**Metal 1**

Bar = 20 um. Supply wires on this layer in gray.
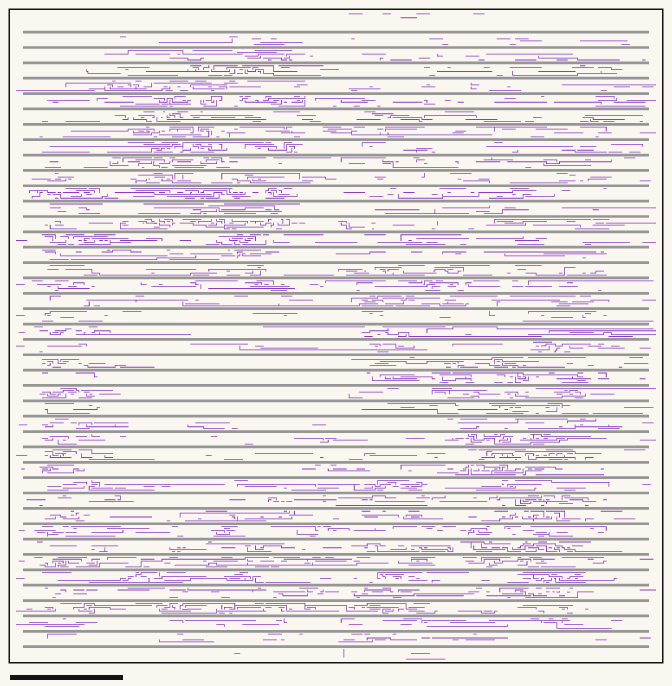
**Signal wires on met2**

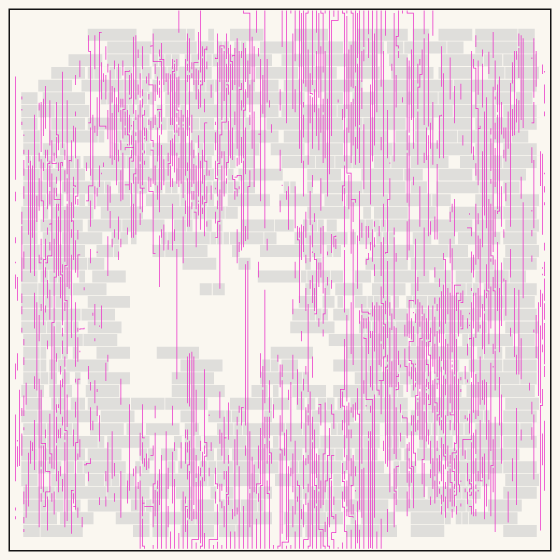
**Metal 3**

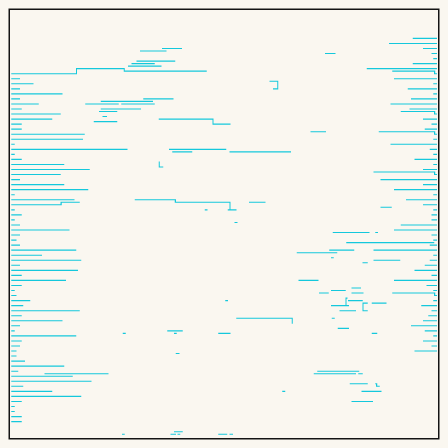
--- src/rtl/data_mem_arbiter.sv ---
// Round-robin arbiter sharing one single-port data memory between the CPU load/store
// port (0) and the debug/preload DMA port (1); one transaction in flight at a time.
module data_mem_arbiter #(
   parameter int ADDR_W = 7,
   parameter int DATA_W = 32,
   parameter int CNT_W  = 16
) (
   input  logic              clock,
   input  logic              reset_n,
   input  logic              req0,
   input  logic [ADDR_W-1:0] addr0,
   input  logic              we0,
   input  logic [DATA_W-1:0] wdata0,
   output logic              ack0,
   input  logic              req1,
   input  logic [ADDR_W-1:0] addr1,
   input  logic              we1,
   input  logic [DATA_W-1:0] wdata1,
   output logic              ack1,
   output logic [DATA_W-1:0] rdata,
   output logic [ADDR_W-1:0] mem_addr,
   output logic              mem_write,
   output logic              mem_read,
   output logic [DATA_W-1:0] mem_wdata,
   input  logic [DATA_W-1:0] mem_rdata,
   output logic              busy,
   output logic [CNT_W-1:0]  gnt_cnt0,
   output logic [CNT_W-1:0]  gnt_cnt1
);

   typedef enum logic [1:0] {
      IDLE   = 2'd0,
      ACCESS = 2'd1,
      DONE   = 2'd2
   } state_t;

   state_t state;
   logic   owner;
   logic   last_grant;
   logic   winner;

   function automatic logic [CNT_W-1:0] sat_inc(input logic [CNT_W-1:0] cnt);
      if (&cnt)
         return cnt;
      else
         return cnt + CNT_W'(1);
   endfunction

   // Under contention the port that did not win last time goes next.
   function automatic logic pick_winner(input logic r0, input logic r1, input logic last);
      if (r0 && r1)
         return ~last;
      else
         return r1;
   endfunction

   assign winner = pick_winner(req0, req1, last_grant);

   always_ff @(posedge clock or negedge reset_n) begin
      if (!reset_n) begin
         state      <= IDLE;
         owner      <= 1'b0;
         last_grant <= 1'b1;
         ack0       <= 1'b0;
         ack1       <= 1'b0;
         busy       <= 1'b0;
         rdata      <= '0;
         mem_addr   <= '0;
         mem_write  <= 1'b0;
         mem_read   <= 1'b0;
         mem_wdata  <= '0;
         gnt_cnt0   <= '0;
         gnt_cnt1   <= '0;
      end else begin
         case (state)
            IDLE: begin
               if (req0 || req1) begin
                  owner      <= winner;
                  last_grant <= winner;
                  busy       <= 1'b1;
                  state      <= ACCESS;
                  if (winner) begin
                     mem_addr  <= addr1;
                     mem_wdata <= wdata1;
                     mem_write <= we1;
                     mem_read  <= ~we1;
                     gnt_cnt1  <= sat_inc(gnt_cnt1);
                  end else begin
                     mem_addr  <= addr0;
                     mem_wdata <= wdata0;
                     mem_write <= we0;
                     mem_read  <= ~we0;
                     gnt_cnt0  <= sat_inc(gnt_cnt0);
                  end
               end
            end
            ACCESS: begin
               // Memory presented read data on the mid-cycle negedge.
               if (mem_read)
                  rdata <= mem_rdata;
               mem_write <= 1'b0;
               mem_read  <= 1'b0;
               ack0      <= ~owner;
               ack1      <= owner;
               state     <= DONE;
            end
            DONE: begin
               ack0  <= 1'b0;
               ack1  <= 1'b0;
               busy  <= 1'b0;
               state <= IDLE;
            end
            default: begin
               ack0      <= 1'b0;
               ack1      <= 1'b0;
               mem_write <= 1'b0;
               mem_read  <= 1'b0;
               busy      <= 1'b0;
               state     <= IDLE;
            end
         endcase
      end
   end

endmodule

--- config.mk ---
export PLATFORM = sky130hd
export DESIGN_NAME = data_mem_arbiter
export DESIGN_NICKNAME = d
export VERILOG_FILES = /design/src/rtl/data_mem_arbiter.sv
export SDC_FILE = /design/constraint.sdc
export NUM_CORES = 1
export LEC_CHECK = 0
export ABC_AREA = 1
export CAP_MARGIN = 20
export CORE_MARGIN = 2
export CORE_UTILIZATION = 43
export CTS_CLUSTER_DIAMETER = 120
export DETAILED_ROUTE_END_ITERATION = 8
export PLACE_DENSITY = 0.88
export SETUP_SLACK_MARGIN = 0.1
export SLEW_MARGIN = 20
export SYNTH_ARGS = -nofsm -noshare
export SYNTH_HDL_FRONTEND = slang
export SYNTH_SLANG_ARGS = --single-unit
--- constraint.sdc ---
create_clock -name clock -period 2.03 [get_ports clock]
set_clock_uncertainty 0.05 [all_clocks]
set_input_delay 0.609 -clock clock [delete_from_list [all_inputs] [get_ports clock]]
set_output_delay 0.609 -clock clock [all_outputs]
set_load 0.1 [all_outputs]
==> run notes <==
run metrics: critical path peak fanout 7, reg2reg start gnt_cnt0[0], CP dominant cell by count nand2_1, post-layout period usage 0.911, f_max 541 MHz, Die X-Extent 115 um, Yosys chip area 0.00534 sq mm, slowest CP cell clkdlybuf4s50_1, IO buf count 223, most frequent cells after synthesis nand2_1 (185), dfrtp_1 (111), o21ai_0 (82), crit-path max cell delay 0.56 ns, CP startpoint req0, Post-synth EDFFs 0, RSZ-0062 raised after global routing true, Core ar. 0.0121 sq mm, cell-by-cell trace of the critical path clkdlybuf4s50_1 -> nor2_1 -> nor2_4 -> buf_12 -> nand3b_1 -> nor2_1 -> nand2_1 -> nand2_1 -> nand2_1, endpoints failing hold 0, die height 115 um, Highest Signal Layer met4, Tool Warnings 27, setup TNS 0 ns, Worst path top cell family by delay simple AND/OR/NAND/NOR gates, via-per-instance ratio 5.06, WS Path Type in2reg, min Tclk post-route 1.85 ns, fillers 717, root buffer cell clkbuf_16, clock buffer depth 2, Max transition margin 0.734, CTS sink cnt 112, DRT iter0 DRCs 392, largest area contributor in the netlist dfrtp_1, setup violators final 0, fin. max-slew vios 0, vias in the first global route 5392, Post-synth top flop dfrtp_1, Slew @ Worst Pin 0.400 ns, Setup Buffers After CTS 0, Syn Inst Count 624, first-pass GRT wire length 26900 um, Mean Syn Cell Area 8.56 sq um, H-tree levels 3, cell total in the yosys stat output 624, clock latency at the later pin of the worst-skew pair 0.35 ns, Routed WL 16700 um, Rows 40, layout cells sized above 1 0.257, antenna-violating nets left 0, synth warn 0, distinct lib cells 32, synthesized netlist net count 742, WL per Instance 16.3 um, GRT Util Overall 0.258, Hold Slack 0.0688 ns, vias 5201, TritonCTS clock tree built, Pre-antenna DRT Iters 5, gpl congestion 0.864, status complete, no violations
Back to the opening pictures, 'metal 1':
The wires run mostly horizontal. The longest straight run is 33.1 um. The layer carries 6110 um of wire. The layer holds 37% of the routed length.

Back to the opening pictures, 'signal wires on met2':
The longest straight run is 61.4 um. The layer carries 8940 um of wire.

Back to the opening pictures, 'metal 3':
180 nets have wire on it. The layer carries 1330 um of wire. The longest straight run is 31.1 um. The layer holds 8.0% of the routed length. The wires run mostly horizontal.

[final timing paths]
path | slack (ns) | to | cells after the start
min in group clock | 0.41 | last_grant | 2
max in group asynchronous | 1.17 | gnt_cnt1[11] | 2
worst max-delay path | 0.18 | gnt_cnt0[14] | 9
worst min register to register | 0.41 | last_grant | 2
worst max register to register | 0.26 | gnt_cnt0[14] | 10
worst min-delay path | 0.07 | gnt_cnt1[13] | 1
[kinds of logic (layout without fill, tap and decap cells)]
family / after synthesis / count (layout) / share of synthesized area
adder cells (fa/ha/maj): 2 / 2 / 0.00469
AND/OR/NAND/NOR: 319 / 319 / 0.252
flip-flops: 112 / 112 / 0.525
AND-OR/OR-AND: 88 / 88 / 0.0827
buffers and inverters: 60 / 296 / 0.0499
XOR/XNOR: 11 / 11 / 0.0180
multiplexers: 32 / 32 / 0.0675
[layout make-up]
| cell class | count | area (sq um) | area share |
|---|---|---|---|
| clock buffer | 9 | 225 | 0.0242 |
| multi-input combinational | 452 | 2300 | 0.247 |
| clock inverter | 7 | 56.3 | 0.00604 |
| inverter | 34 | 130 | 0.0140 |
| sequential | 112 | 2840 | 0.305 |
| timing repair buffer | 246 | 3550 | 0.381 |
| tap | 168 | 210 | 0.0226 |
[registers in the layout, summed over array words and instances, names as in the netlist]
| register | cells |
|---|---|
| ack0 | 1 |
| last_grant | 1 |
| rdata | 32 |
| ack1 | 1 |
| mem_wdata | 32 |
| owner | 1 |
| gnt_cnt0 | 16 |
| state | 2 |
| mem_write | 1 |
| gnt_cnt1 | 16 |
| mem_read | 1 |
| busy | 1 |
| mem_addr | 7 |
[placed cells by master, fill, tap and decap left out, drive strengths merged, types with 5 or more instances in the layout]
cell	count
clkdlybuf4s50	114
xnor2	5
mux2	32
inv	36
buf	132
nor2	80
nand4	10
nand3	32
xor2	6
dfrtp	111
nand2	190
o21ai	87
clkbuf	9
clkinv	5
[through the flow]
stage / setup slack [ns] / utilization / cell area (sq um) / instances
finish: 0.180 / 0.772 / 9320 / 1028
global route: 0.0906 / 0.772 / 9320 / 1028
CTS: 0.134 / 0.771 / 9300 / 1028
detailed placement: -0.129 / 0.748 / 9020 / 1012
global placement: -0.0526 / 0.748 / 9020 / 1012
floorplan: 0.102 / - / 5380 / 624
[per-layer routing]
| layer | track usage | vias to the layer above |
|---|---|---|
| met5 | 0 | - |
| met4 | 0.0803 | 0 |
| met3 | 0.0696 | 29 |
| met2 | 0.473 | 252 |
| met1 | 0.293 | 2443 |
| li1 | - | 2477 |
[timing repair]
item	CTS	global route
setup endpoints to repair	0	17
resized	0	4
hold buffers	0	0
